## src/rtl/mem_ctrl_pkg.sv

```systemverilog
// mem_ctrl_pkg: shared types and constants for the memory controller slice.
package mem_ctrl_pkg;

  typedef enum logic [1:0] {
    IDLE = 2'd0,
    BUS  = 2'd1,
    RESP = 2'd2,
    ERR  = 2'd3
  } state_t;

  localparam logic [31:0] ERRDATA_DEFAULT = 32'hDEADBEEF;
  localparam int unsigned WADR_W         = 30;
  localparam int unsigned TMO_CNT_W      = 8;

endpackage

```

## src/rtl/mem_timeout.sv

```systemverilog
// mem_timeout: bus-wait counter; expired is high once the count reaches TIMEOUT.
module mem_timeout
  import mem_ctrl_pkg::*;
#(
  parameter int unsigned TIMEOUT = 15
) (
  input  logic clk,
  input  logic reset,
  input  logic clear,
  input  logic enable,
  output logic expired
);

  localparam logic [TMO_CNT_W-1:0] LIMIT = TMO_CNT_W'(TIMEOUT);

  logic [TMO_CNT_W-1:0] cnt;

  // count cycles spent waiting; clear has priority over enable
  always_ff @(posedge clk or negedge reset) begin
    if (!reset)      cnt <= '0;
    else if (clear)  cnt <= '0;
    else if (enable) cnt <= cnt + TMO_CNT_W'(1);
  end

  assign expired = (cnt == LIMIT);

endmodule

```

## src/rtl/mem_ctrl.sv

```systemverilog
// mem_ctrl: core-to-external-bus memory controller with timeout abort.
// Optional macro MEM_CTRL_WBUF_EN adds a one-entry posted write buffer.
module mem_ctrl
  import mem_ctrl_pkg::*;
#(
  parameter int unsigned TIMEOUT = 15,
  parameter logic [31:0] ERRDATA = ERRDATA_DEFAULT
) (
  input  logic              clk,
  input  logic              reset,
  input  logic              memreq,
  input  logic              memwrite,
  input  logic [31:0]       adr,
  input  logic [31:0]       writedata,
  output logic [31:0]       readdata,
  output logic              memready,
  output logic              memerr,
  output logic              ext_req,
  output logic              ext_we,
  output logic [WADR_W-1:0] ext_adr,
  output logic [31:0]       ext_wdata,
  input  logic [31:0]       ext_rdata,
  input  logic              ext_ack
);

  state_t            state, state_nxt;
  logic [WADR_W-1:0] adr_q;
  logic [31:0]       wdata_q;
  logic              we_q;
  logic              aligned;
  logic              accept;
  logic              err_we;
  logic              tmo_clear, tmo_en, expired;

  assign aligned = (adr[1:0] == 2'b00);

`ifdef MEM_CTRL_WBUF_EN
  logic wbuf_full;
  logic drain_err;

  assign accept = (state == IDLE) && !wbuf_full && memreq;
`else
  assign accept = (state == IDLE) && memreq;
`endif

  mem_timeout #(.TIMEOUT(TIMEOUT)) u_timeout (
    .clk     (clk),
    .reset   (reset),
    .clear   (tmo_clear),
    .enable  (tmo_en),
    .expired (expired)
  );

  // state register
  always_ff @(posedge clk or negedge reset) begin
    if (!reset) state <= IDLE;
    else        state <= state_nxt;
  end

  // next-state and timeout counter control
  always_comb begin
    state_nxt = state;
    tmo_clear = 1'b0;
    tmo_en    = 1'b0;
    unique case (state)
      IDLE: begin
        tmo_clear = 1'b1;
`ifdef MEM_CTRL_WBUF_EN
        // a full buffer drains before any new request is looked at
        if (wbuf_full)        state_nxt = BUS;
        else if (memreq) begin
          if (!aligned)       state_nxt = ERR;
          else if (memwrite)  state_nxt = RESP;
          else                state_nxt = BUS;
        end
`else
        if (memreq)           state_nxt = aligned ? BUS : ERR;
`endif
      end
      BUS: begin
`ifdef MEM_CTRL_WBUF_EN
        // a drain was already acknowledged to the core, so it ends silently
        if (wbuf_full) begin
          if (ext_ack || expired) state_nxt = IDLE;
          else                    tmo_en    = 1'b1;
        end else
`endif
        if (ext_ack)      state_nxt = RESP;
        else if (expired) state_nxt = ERR;
        else              tmo_en    = 1'b1;
      end
      RESP:    state_nxt = IDLE;
      ERR:     state_nxt = IDLE;
      default: state_nxt = IDLE;
    endcase
  end

  // latch the access when it is accepted out of IDLE
  always_ff @(posedge clk or negedge reset) begin
    if (!reset) begin
      adr_q   <= '0;
      wdata_q <= '0;
      we_q    <= 1'b0;
    end else if (accept) begin
      adr_q   <= adr[31:2];
      wdata_q <= writedata;
      we_q    <= memwrite;
    end
  end

  // an abort straight out of IDLE has not latched memwrite yet
  assign err_we = (state == IDLE) ? memwrite : we_q;

  // read data: bus data on read ack, ERRDATA on an aborted read
  always_ff @(posedge clk or negedge reset) begin
    if (!reset)
      readdata <= '0;
    else if (state == BUS && ext_ack && !we_q)
      readdata <= ext_rdata;
    else if (state_nxt == ERR && !err_we)
      readdata <= ERRDATA;
  end

`ifdef MEM_CTRL_WBUF_EN
  // posted-write occupancy and sticky drain-timeout flag
  always_ff @(posedge clk or negedge reset) begin
    if (!reset) begin
      wbuf_full <= 1'b0;
      drain_err <= 1'b0;
    end else begin
      if (accept && aligned && memwrite)
        wbuf_full <= 1'b1;
      else if (state == BUS && wbuf_full && (ext_ack || expired))
        wbuf_full <= 1'b0;
      if (memready)
        drain_err <= 1'b0;
      else if (state == BUS && wbuf_full && !ext_ack && expired)
        drain_err <= 1'b1;
    end
  end

  assign memerr = (state == ERR) || (state == RESP && drain_err);
`else
  assign memerr = (state == ERR);
`endif

  assign memready  = (state == RESP) || (state == ERR);
  assign ext_req   = (state == BUS);
  assign ext_we    = (state == BUS) && we_q;
  assign ext_adr   = adr_q;
  assign ext_wdata = wdata_q;

endmodule

```

## config.mk

```make
export PLATFORM = sky130hd
export DESIGN_NAME = mem_ctrl
export DESIGN_NICKNAME = d
export VERILOG_FILES = /design/src/rtl/mem_ctrl_pkg.sv /design/src/rtl/mem_timeout.sv /design/src/rtl/mem_ctrl.sv
export SDC_FILE = /design/constraint.sdc
export NUM_CORES = 1
export LEC_CHECK = 0
export CAP_MARGIN = 10
export CELL_PAD_IN_SITES_DETAIL_PLACEMENT = 1
export CELL_PAD_IN_SITES_GLOBAL_PLACEMENT = 2
export CORE_MARGIN = 1
export CORE_UTILIZATION = 23
export CTS_CLUSTER_SIZE = 12
export DETAILED_ROUTE_END_ITERATION = 8
export PLACE_DENSITY_LB_ADDON = 0.08
export SYNTH_ARGS = -nofsm -noshare
export SYNTH_HDL_FRONTEND = slang
export SYNTH_SLANG_ARGS = --single-unit
```

## constraint.sdc

```tcl
create_clock -name clk -period 1.65 [get_ports clk]
set_input_delay 0.33 -clock clk [delete_from_list [all_inputs] [get_ports clk]]
set_output_delay 0.33 -clock clk [all_outputs]
set_load 0.05 [all_outputs]
```

met3.png
Scale: 2 px per um.
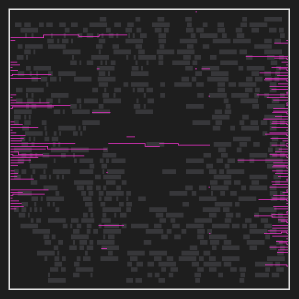
share of all routed wire: 9.0%
longest straight run: 35.7 um
main direction: horizontal
total via count in the routed design: 3393
Detailed Route WL: 12.6 mm

cell_classes.png
Scale: 3 px per um.
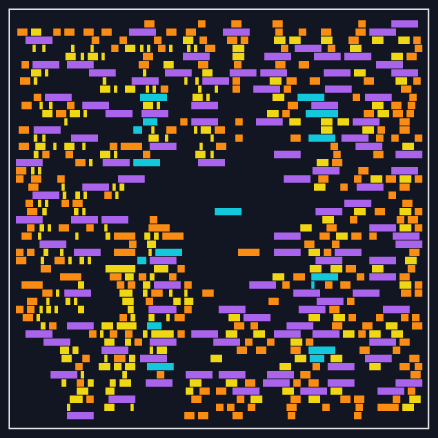
| class | color | cells |
|---|---|---|
| other buffers and delay cells | orange | 230 |
| clock drivers and dummy loads | cyan | 16 |
| flip-flops | purple | 105 |
| all other logic | yellow | 210 |
Core Util, Final: 38.2%
proportion of cell area occupied by registers: 37.8%
finished layout cell area: 6960 sq um
core outline area: 18200 sq um
placement row count: 49

registers.png
Scale: 3 px per um. Other sequential cells in the stronger gray, the rest of the logic in the fainter gray.
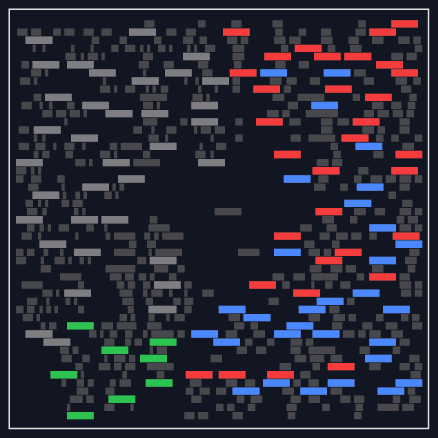
| signal | color | sequential cells |
|---|---|---|
| u_timeout.cnt | green | 8 |
| ext_adr | blue | 30 |
| ext_wdata | red | 32 |
not colored: 35
register area: 2630 sq um
sequential power: 4.39 mW

drive_strength.png
Scale: 3 px per um.
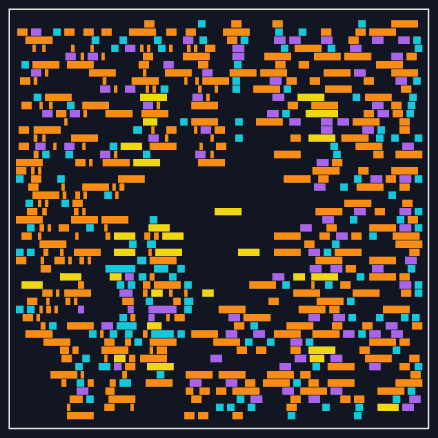
| size | color | cells | share |
|---|---|---|---|
| drive 6 and up | yellow | 27 | 4.8% |
| drive 2 | purple | 91 | 16% |
| drive 1 or less | orange | 316 | 56% |
| drive 3 to 4 | cyan | 127 | 23% |
min setup slack post-route: 5.47 ps
growth of design area from synthesis to finish: 60.6%
Signal buffers: 230

==> run_results.csv <==
group,metric,value,unit
route,met3WireLength,1.13,mm
outcome,outcome,"finished clean",
yosys,ys_types,34,
layout,area.share.combinational,23.2,%
timing,final_min_period_over_clock_period,99.7,%
placement,port_buffers,198,
worst_setup_path,critical_path.top_delay_family,"flip-flops",
cts,clock_pin_slew_on_the_worst_setup_and_hold_paths,70,ps
timing,skew,11.4,ps
layout,final-nonclk-buf-share,30.3,%
cts,clkLatencyLatePin,350,ps
timing,setup_viol,0,
grt,grt_start_max_net_pins,106,
worst_setup_path,rr_startpoint,"state[0]",
grt,grt_pass1_vias,3570,
layout,flop-count,105,
worst_setup_path,worstPathRequired,1320,ps
placement,routabilityCongestion,0.707,
timing,totalNegativeSetupSlack,0,ps
layout,n_antenna_cell,0,
yosys,yosys_warnings,0,
timing,final_hold_viol_count,0,
floorplanning,die_height,139,um
power_and_ir_drop,power.share.switching,47.6,%
layout,layout.non_clock_inverters,1,
cts,clockBufferDepth,2,
worst_setup_path,cp_slowest_cell,"sky130_fd_sc_hd__dfrtp_2",
yosys,synthesis.area,4330,sq um
cts,root_buffer,"sky130_fd_sc_hd__clkbuf_16",
Power is estimated from default activity; no workload was simulated.
